<file path="config.mk">
export PLATFORM = sky130hd
export DESIGN_NAME = axis_header_insert_arbiter_flat
export DESIGN_NICKNAME = d
export VERILOG_FILES = /design/src/rtl/axis_header_insert_arbiter_pkg.sv /design/src/rtl/axis_header_insert_arbiter_if.sv /design/src/rtl/axis_header_insert_arbiter_rr_arbiter.sv /design/src/rtl/axis_header_insert_arbiter.sv /design/src/flat_wrapper.sv
export SDC_FILE = /design/constraint.sdc
export NUM_CORES = 1
export LEC_CHECK = 0
export ABC_AREA = 1
export CAP_MARGIN = 20
export CORE_AREA = 8 8 147 149
export DETAILED_ROUTE_END_ITERATION = 6
export DIE_AREA = 0 0 155 157
export PLACE_DENSITY = 0.59
export SLEW_MARGIN = 0
export SYNTH_ARGS = -nofsm -noshare
export SYNTH_HDL_FRONTEND = slang
export SYNTH_SLANG_ARGS = --single-unit
</file>
<file path="constraint.sdc">
create_clock -name clk -period 1.57 [get_ports clk]
set_input_delay 0.157 -clock clk [delete_from_list [all_inputs] [get_ports clk]]
set_output_delay 0.157 -clock clk [all_outputs]
set_load 0.01 [all_outputs]
</file>
<file path="src/rtl/axis_header_insert_arbiter_pkg.sv">
// Shared definitions for the header-insert arbiter.
// Contents:
//   state_t  - FSM state encoding (ST_IDLE, ST_HDR, ST_PAY)
//   rr_next  - round-robin index increment that wraps at n-1 back to 0
package axis_hdr_arb_pkg;

  typedef enum logic [1:0] {
    ST_IDLE = 2'd0,
    ST_HDR  = 2'd1,
    ST_PAY  = 2'd2
  } state_t;

  // Next round-robin index after idx, wrapping at n-1 back to 0.
  function automatic int rr_next(input int idx, input int n);
    int nxt;
    if (idx + 32'sd1 >= n) begin
      nxt = 32'sd0;
    end else begin
      nxt = idx + 32'sd1;
    end
    return nxt;
  endfunction

endpackage

</file>
<file path="src/rtl/axis_header_insert_arbiter_if.sv">
// Bundle of the per-source header/payload AXI-Stream channels and the single
// downstream channel pair feeding the insertion datapath.
// Modports:
//   slave  - the arbiter's view: source channels in, datapath channels out
//   master - the environment's view: drives sources, sinks the datapath
// Source i occupies slice [i*DATA_WD +: DATA_WD] (data) and
// [i*DATA_BYTE_WD +: DATA_BYTE_WD] (keep) of the packed vectors.
interface axis_hdr_arb_if #(
  parameter int N_SRC        = 4,
  parameter int DATA_WD      = 32,
  parameter int DATA_BYTE_WD = DATA_WD / 8
);
  logic [N_SRC-1:0]              s_valid_insert;
  logic [N_SRC*DATA_WD-1:0]      s_header_insert;
  logic [N_SRC*DATA_BYTE_WD-1:0] s_keep_insert;
  logic [N_SRC-1:0]              s_ready_insert;
  logic [N_SRC-1:0]              s_valid_in;
  logic [N_SRC*DATA_WD-1:0]      s_data_in;
  logic [N_SRC*DATA_BYTE_WD-1:0] s_keep_in;
  logic [N_SRC-1:0]              s_last_in;
  logic [N_SRC-1:0]              s_ready_in;
  logic                          m_valid_insert;
  logic [DATA_WD-1:0]            m_header_insert;
  logic [DATA_BYTE_WD-1:0]       m_keep_insert;
  logic                          m_ready_insert;
  logic                          m_valid_in;
  logic [DATA_WD-1:0]            m_data_in;
  logic [DATA_BYTE_WD-1:0]       m_keep_in;
  logic                          m_last_in;
  logic                          m_ready_in;

  modport slave (
    input  s_valid_insert, s_header_insert, s_keep_insert,
    output s_ready_insert,
    input  s_valid_in, s_data_in, s_keep_in, s_last_in,
    output s_ready_in,
    output m_valid_insert, m_header_insert, m_keep_insert,
    input  m_ready_insert,
    output m_valid_in, m_data_in, m_keep_in, m_last_in,
    input  m_ready_in
  );

  modport master (
    output s_valid_insert, s_header_insert, s_keep_insert,
    input  s_ready_insert,
    output s_valid_in, s_data_in, s_keep_in, s_last_in,
    input  s_ready_in,
    input  m_valid_insert, m_header_insert, m_keep_insert,
    output m_ready_insert,
    input  m_valid_in, m_data_in, m_keep_in, m_last_in,
    output m_ready_in
  );
endinterface

</file>
<file path="src/rtl/axis_header_insert_arbiter_rr_arbiter.sv">
// Combinational round-robin picker.
// Ports:
//   req       in  N_SRC   request vector
//   rr_ptr    in  SRC_WD  highest-priority index for this pick
//   gnt_valid out 1       at least one request present
//   gnt_idx   out SRC_WD  first set req bit at or above rr_ptr, with wrap
module rr_arbiter #(
  parameter int N_SRC  = 4,
  parameter int SRC_WD = $clog2(N_SRC)
) (
  input  logic [N_SRC-1:0]  req,
  input  logic [SRC_WD-1:0] rr_ptr,
  output logic              gnt_valid,
  output logic [SRC_WD-1:0] gnt_idx
);

  logic [31:0]       pos_s;
  logic [SRC_WD-1:0] cand_s;

  // Walk offsets from farthest to nearest so the nearest request wins last.
  always_comb begin
    gnt_valid = 1'b0;
    gnt_idx   = '0;
    pos_s     = 32'd0;
    cand_s    = '0;
    for (int k = N_SRC - 1; k >= 0; k--) begin
      pos_s = 32'(rr_ptr) + 32'(k);
      if (pos_s >= 32'(N_SRC)) begin
        pos_s = pos_s - 32'(N_SRC);
      end else begin
        pos_s = pos_s;
      end
      cand_s = SRC_WD'(pos_s);
      if (req[cand_s]) begin
        gnt_valid = 1'b1;
        gnt_idx   = cand_s;
      end else begin
        gnt_idx   = gnt_idx;
      end
    end
  end

endmodule

</file>
<file path="src/rtl/axis_header_insert_arbiter.sv">
// Round-robin arbiter sharing one header-insertion datapath among N_SRC
// requesters. A granted source sends its header, then its whole payload
// packet; the grant is released only when the last payload beat is accepted.
// Ports:
//   clk, rst_n  clock and asynchronous active-low reset
//   bus         source header/payload channels in, datapath channels out
//   grant_id    currently (or most recently) granted source
//   busy        high while a grant is active (HDR or PAY)
//   pkt_done    one-cycle pulse after the last payload beat is accepted
module axis_header_insert_arbiter
  import axis_hdr_arb_pkg::*;
#(
  parameter int DATA_WD      = 32,
  parameter int DATA_BYTE_WD = DATA_WD / 8,
  parameter int N_SRC        = 4,
  parameter int SRC_WD       = $clog2(N_SRC)
) (
  input  logic              clk,
  input  logic              rst_n,
  axis_hdr_arb_if.slave     bus,
  output logic [SRC_WD-1:0] grant_id,
  output logic              busy,
  output logic              pkt_done
);

  state_t            state_r, state_nxt_s;
  logic [SRC_WD-1:0] rr_ptr_r, rr_ptr_nxt_s, grant_nxt_s;
  logic              done_nxt_s;
  logic              gnt_valid_s;
  logic [SRC_WD-1:0] gnt_idx_s;
  logic              hdr_fire_s, last_fire_s;

  rr_arbiter #(.N_SRC(N_SRC), .SRC_WD(SRC_WD)) u_rr (
    .req      (bus.s_valid_insert),
    .rr_ptr   (rr_ptr_r),
    .gnt_valid(gnt_valid_s),
    .gnt_idx  (gnt_idx_s)
  );

  assign busy = (state_r != ST_IDLE);

  // State, round-robin pointer, grant and completion pulse registers.
  always_ff @(posedge clk or negedge rst_n) begin
    if (!rst_n) begin
      state_r  <= ST_IDLE;
      rr_ptr_r <= '0;
      grant_id <= '0;
      pkt_done <= 1'b0;
    end else begin
      state_r  <= state_nxt_s;
      rr_ptr_r <= rr_ptr_nxt_s;
      grant_id <= grant_nxt_s;
      pkt_done <= done_nxt_s;
    end
  end

  // Next-state logic and the grant-steered forward/ready muxes.
  always_comb begin
    state_nxt_s  = state_r;
    rr_ptr_nxt_s = rr_ptr_r;
    grant_nxt_s  = grant_id;
    done_nxt_s   = 1'b0;
    hdr_fire_s   = 1'b0;
    last_fire_s  = 1'b0;

    bus.s_ready_insert  = '0;
    bus.s_ready_in      = '0;
    bus.m_valid_insert  = 1'b0;
    bus.m_valid_in      = 1'b0;
    // Data paths always follow grant_id; only the valids are state-gated.
    bus.m_header_insert = bus.s_header_insert[32'(grant_id)*DATA_WD +: DATA_WD];
    bus.m_keep_insert   = bus.s_keep_insert[32'(grant_id)*DATA_BYTE_WD +: DATA_BYTE_WD];
    bus.m_data_in       = bus.s_data_in[32'(grant_id)*DATA_WD +: DATA_WD];
    bus.m_keep_in       = bus.s_keep_in[32'(grant_id)*DATA_BYTE_WD +: DATA_BYTE_WD];
    bus.m_last_in       = bus.s_last_in[grant_id];

    case (state_r)
      ST_IDLE: begin
        if (gnt_valid_s) begin
          grant_nxt_s = gnt_idx_s;
          state_nxt_s = ST_HDR;
        end else begin
          state_nxt_s = ST_IDLE;
        end
      end
      ST_HDR: begin
        bus.m_valid_insert           = bus.s_valid_insert[grant_id];
        bus.s_ready_insert[grant_id] = bus.m_ready_insert;
        hdr_fire_s = bus.s_valid_insert[grant_id] & bus.m_ready_insert;
        if (hdr_fire_s) begin
          state_nxt_s = ST_PAY;
        end else begin
          state_nxt_s = ST_HDR;
        end
      end
      ST_PAY: begin
        bus.m_valid_in           = bus.s_valid_in[grant_id];
        bus.s_ready_in[grant_id] = bus.m_ready_in;
        last_fire_s = bus.s_valid_in[grant_id] & bus.m_ready_in & bus.s_last_in[grant_id];
        if (last_fire_s) begin
          state_nxt_s  = ST_IDLE;
          rr_ptr_nxt_s = SRC_WD'(rr_next(32'(grant_id), N_SRC));
          done_nxt_s   = 1'b1;
        end else begin
          state_nxt_s = ST_PAY;
        end
      end
      default: begin
        state_nxt_s = ST_IDLE;
      end
    endcase
  end

endmodule

</file>
<file path="src/flat_wrapper.sv">
// flat-port wrapper written by rule: the top's interface ports become plain ports
module axis_header_insert_arbiter_flat import axis_hdr_arb_pkg::*;
#(
  parameter int DATA_WD      = 32,
  parameter int DATA_BYTE_WD = DATA_WD / 8,
  parameter int N_SRC        = 4,
  parameter int SRC_WD       = $clog2(N_SRC)
)
  (clk, rst_n, grant_id, busy, pkt_done, bus_s_valid_insert, bus_s_header_insert, bus_s_keep_insert, bus_s_ready_insert, bus_s_valid_in, bus_s_data_in, bus_s_keep_in, bus_s_last_in, bus_s_ready_in, bus_m_valid_insert, bus_m_header_insert, bus_m_keep_insert, bus_m_ready_insert, bus_m_valid_in, bus_m_data_in, bus_m_keep_in, bus_m_last_in, bus_m_ready_in);
  axis_hdr_arb_if #(.N_SRC(N_SRC), .DATA_WD(DATA_WD), .DATA_BYTE_WD(DATA_BYTE_WD)) bus_i ();
  input  logic clk;
  input  logic rst_n;
  output logic [SRC_WD-1:0] grant_id;
  output logic busy;
  output logic pkt_done;
  input wire logic [$bits(bus_i.s_valid_insert)-1:0] bus_s_valid_insert;
  input wire logic [$bits(bus_i.s_header_insert)-1:0] bus_s_header_insert;
  input wire logic [$bits(bus_i.s_keep_insert)-1:0] bus_s_keep_insert;
  output wire logic [$bits(bus_i.s_ready_insert)-1:0] bus_s_ready_insert;
  input wire logic [$bits(bus_i.s_valid_in)-1:0] bus_s_valid_in;
  input wire logic [$bits(bus_i.s_data_in)-1:0] bus_s_data_in;
  input wire logic [$bits(bus_i.s_keep_in)-1:0] bus_s_keep_in;
  input wire logic [$bits(bus_i.s_last_in)-1:0] bus_s_last_in;
  output wire logic [$bits(bus_i.s_ready_in)-1:0] bus_s_ready_in;
  output wire logic [$bits(bus_i.m_valid_insert)-1:0] bus_m_valid_insert;
  output wire logic [$bits(bus_i.m_header_insert)-1:0] bus_m_header_insert;
  output wire logic [$bits(bus_i.m_keep_insert)-1:0] bus_m_keep_insert;
  input wire logic [$bits(bus_i.m_ready_insert)-1:0] bus_m_ready_insert;
  output wire logic [$bits(bus_i.m_valid_in)-1:0] bus_m_valid_in;
  output wire logic [$bits(bus_i.m_data_in)-1:0] bus_m_data_in;
  output wire logic [$bits(bus_i.m_keep_in)-1:0] bus_m_keep_in;
  output wire logic [$bits(bus_i.m_last_in)-1:0] bus_m_last_in;
  input wire logic [$bits(bus_i.m_ready_in)-1:0] bus_m_ready_in;
  assign bus_i.s_valid_insert = bus_s_valid_insert;
  assign bus_i.s_header_insert = bus_s_header_insert;
  assign bus_i.s_keep_insert = bus_s_keep_insert;
  assign bus_s_ready_insert = bus_i.s_ready_insert;
  assign bus_i.s_valid_in = bus_s_valid_in;
  assign bus_i.s_data_in = bus_s_data_in;
  assign bus_i.s_keep_in = bus_s_keep_in;
  assign bus_i.s_last_in = bus_s_last_in;
  assign bus_s_ready_in = bus_i.s_ready_in;
  assign bus_m_valid_insert = bus_i.m_valid_insert;
  assign bus_m_header_insert = bus_i.m_header_insert;
  assign bus_m_keep_insert = bus_i.m_keep_insert;
  assign bus_i.m_ready_insert = bus_m_ready_insert;
  assign bus_m_valid_in = bus_i.m_valid_in;
  assign bus_m_data_in = bus_i.m_data_in;
  assign bus_m_keep_in = bus_i.m_keep_in;
  assign bus_m_last_in = bus_i.m_last_in;
  assign bus_i.m_ready_in = bus_m_ready_in;
  axis_header_insert_arbiter #(.DATA_WD(DATA_WD), .DATA_BYTE_WD(DATA_BYTE_WD), .N_SRC(N_SRC), .SRC_WD(SRC_WD)) u_core (.clk(clk), .rst_n(rst_n), .bus(bus_i), .grant_id(grant_id), .busy(busy), .pkt_done(pkt_done));
endmodule
</file>
Figure 1. Metal 2.
Cells faint in the background.
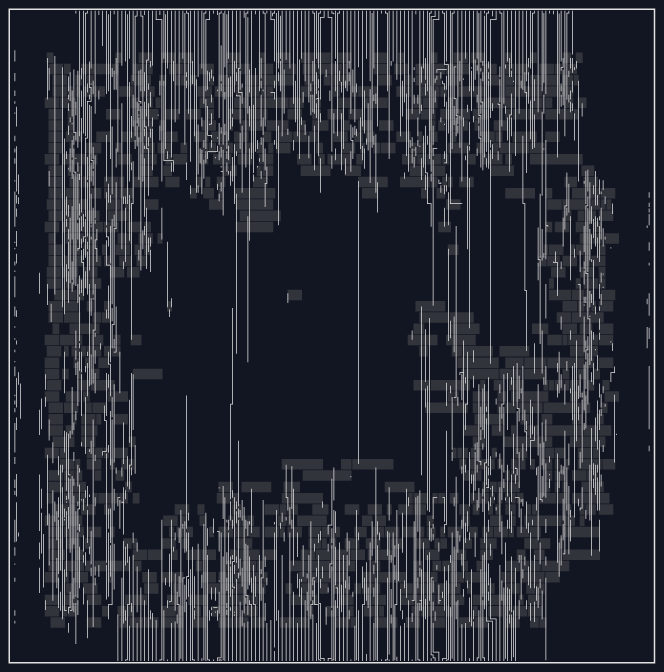
share of all routed wire	52%
wire length on this layer	12200 µm
longest straight run	68.0 µm
main direction	vertical

Figure 2. Clock network drawn from the DEF.
The bar under the picture is 50 µm long.
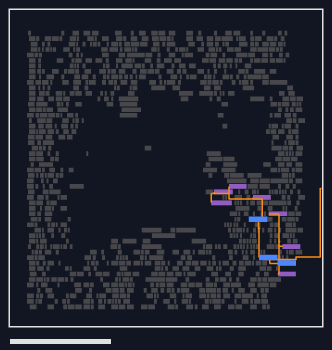
[orange] clock wires | length: 195 µm
[purple] flip-flops | count: 7
[blue] clock-net drivers | count: 3
routed clock nets	4
flops lie	east
Clk. pwr: 443 µW
Clock Power Share: 4.1%
clk_skew: 1.87 ps
Late-Pin Clk Latency: 230 ps

==> impl_metrics.env <==
# yosys + openroad results
export IMPL_port_buffers=390
export IMPL_nFillCells=1996
export IMPL_setup_viol=87
export IMPL_syn_nets=840
export IMPL_path_max_fanout=7
export IMPL_post_dp_cell_area_um2=7270
export IMPL_logic_gate_count=456
export IMPL_antenna_found_initial=1
export IMPL_crit_required_ps=1410
export IMPL_drc=0
export IMPL_final_clk_cell_share_pct=0.968
export IMPL_route_met2_wl_mm=12.2
export IMPL_grt_pass1_wl_mm=32.4
export IMPL_top_layer="met4"
export IMPL_largest_class="buffers"
export IMPL_taps=265
export IMPL_yosys_stat_cells=531
export IMPL_holdWs_ps=209
export IMPL_cellPowerDensity_nw_per_um2=1320
export IMPL_dp_hpwl_mm=17.3
export IMPL_first_iter_violations=224
export IMPL_yosysWarnings=0
export IMPL_yosysMostFrequentCell="nor2_1"
export IMPL_outcome="finished, violations left"
export IMPL_maxPowerGroup="combinational logic"
export IMPL_synthTopCellsByArea="o21ai_0 27%, nor2_1 23%, o22ai_1 17%"
export IMPL_crit_arrival_ps=1600
export IMPL_peakVddDrop_mv=0.444
export IMPL_cp_slowest_cell="dfrtp_4"
export IMPL_swShare_pct=48.8
export IMPL_via_per_inst=4.45
export IMPL_place_ws_ps=-402
export IMPL_synthTopLogicFamily="AND-OR/OR-AND gates"
export IMPL_synth_largest_area_cell="o21ai_0"
export IMPL_warnings=32
export IMPL_synthDistinctLibCells=23
export IMPL_postSynthSeqShare_pct=6.56
export IMPL_ys_chip_area_um2=2670
export IMPL_clock_buffers=4
export IMPL_fin_ws_ps=-189
export IMPL_seqCellArea_um2=181
export IMPL_cts_max_path_buffers=2
export IMPL_ff_type="dfrtp_1"
export IMPL_sh_seq_area_pct=2.23
export IMPL_violations="setup timing"
export IMPL_cts_buffers=3
export IMPL_comb_power_mw=9.90
export IMPL_cts_root_buffer="clkbuf_16"
export IMPL_synth_simple_area_share_pct=33.5
export IMPL_p_total_mw=10.7
export IMPL_nonClkBufAreaFrac_pct=58.0
Figure 3. Cells colored by class.
The bar under the picture is 50 µm long.
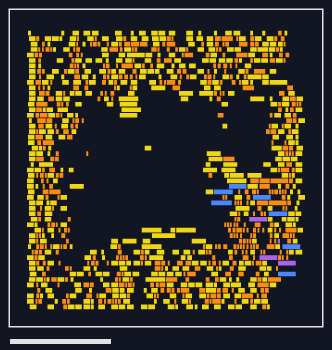
color	class	cells
yellow	remaining buffers and delay cells	479
orange	remaining logic cells	474
purple	clock drivers and dummy loads	4
blue	sequential cells	7
# rows: 51
finished layout cell area: 8150 µm²
Core Util, Final: 42.4%

## cells in the final DEF (no fill, tap or decap), types with 17 or more instances in the layout
| cell type | synthesis | routed |
|---|---|---|
| buf_12 | 0 | 18 |
| buf_2 | 23 | 81 |
| buf_4 | 3 | 38 |
| buf_6 | 2 | 17 |
| clkdlybuf4s50_1 | 0 | 304 |
| nand2_1 | 43 | 39 |
| nor2_1 | 162 | 122 |
| nor2_2 | 0 | 34 |
| o21ai_0 | 144 | 36 |
| o21ai_1 | 6 | 60 |
| o21ai_2 | 0 | 44 |
| o22ai_1 | 72 | 61 |
## timing repair
item                                    4_1_cts  5_1_grt
resized                                     467      180
pin swaps                                    34       56
hold buffers                                  0        0
endpoints found under the setup margin       90       90
buffers inserted                             14        6
endpoints found under the hold margin         0        0
gates cloned                                 10        4
## final timing paths
path                                                start                              to  slack [ps]
max                        u_core.grant_id[0]$_DFFE_PN0P_         bus_m_header_insert[28]        -190
min                                                 rst_n       u_core.pkt_done$_DFF_PN0_         210
max reg2reg                u_core.grant_id[0]$_DFFE_PN0P_  u_core.rr_ptr_r[0]$_DFFE_PN0P_        -120
min reg2reg                   u_core.state_r[1]$_DFF_PN0_     u_core.state_r[0]$_DFF_PN0_         570
max in group asynchronous                           rst_n  u_core.grant_id[0]$_DFFE_PN0P_        1060
min in group clk              u_core.state_r[1]$_DFF_PN0_     u_core.state_r[0]$_DFF_PN0_         570
## registers in the layout (all words and copies together) (netlist names)
| name | flops |
|---|---|
| u_core.state_r | 2 |
| u_core.pkt_done | 1 |
| u_core.grant_id | 2 |
| u_core.rr_ptr_r | 2 |
## worst register-to-register path: stages (launching register included)
cell	delay, ps
dfrtp_4	540
clkinv_8	120
buf_12	140
buf_8	130
a21oi_4	50
buf_4	130
nor3b_4	210
nand2_2	120
nand2_1	70
o21ai_1	60
Power is estimated from default activity; no workload was simulated.
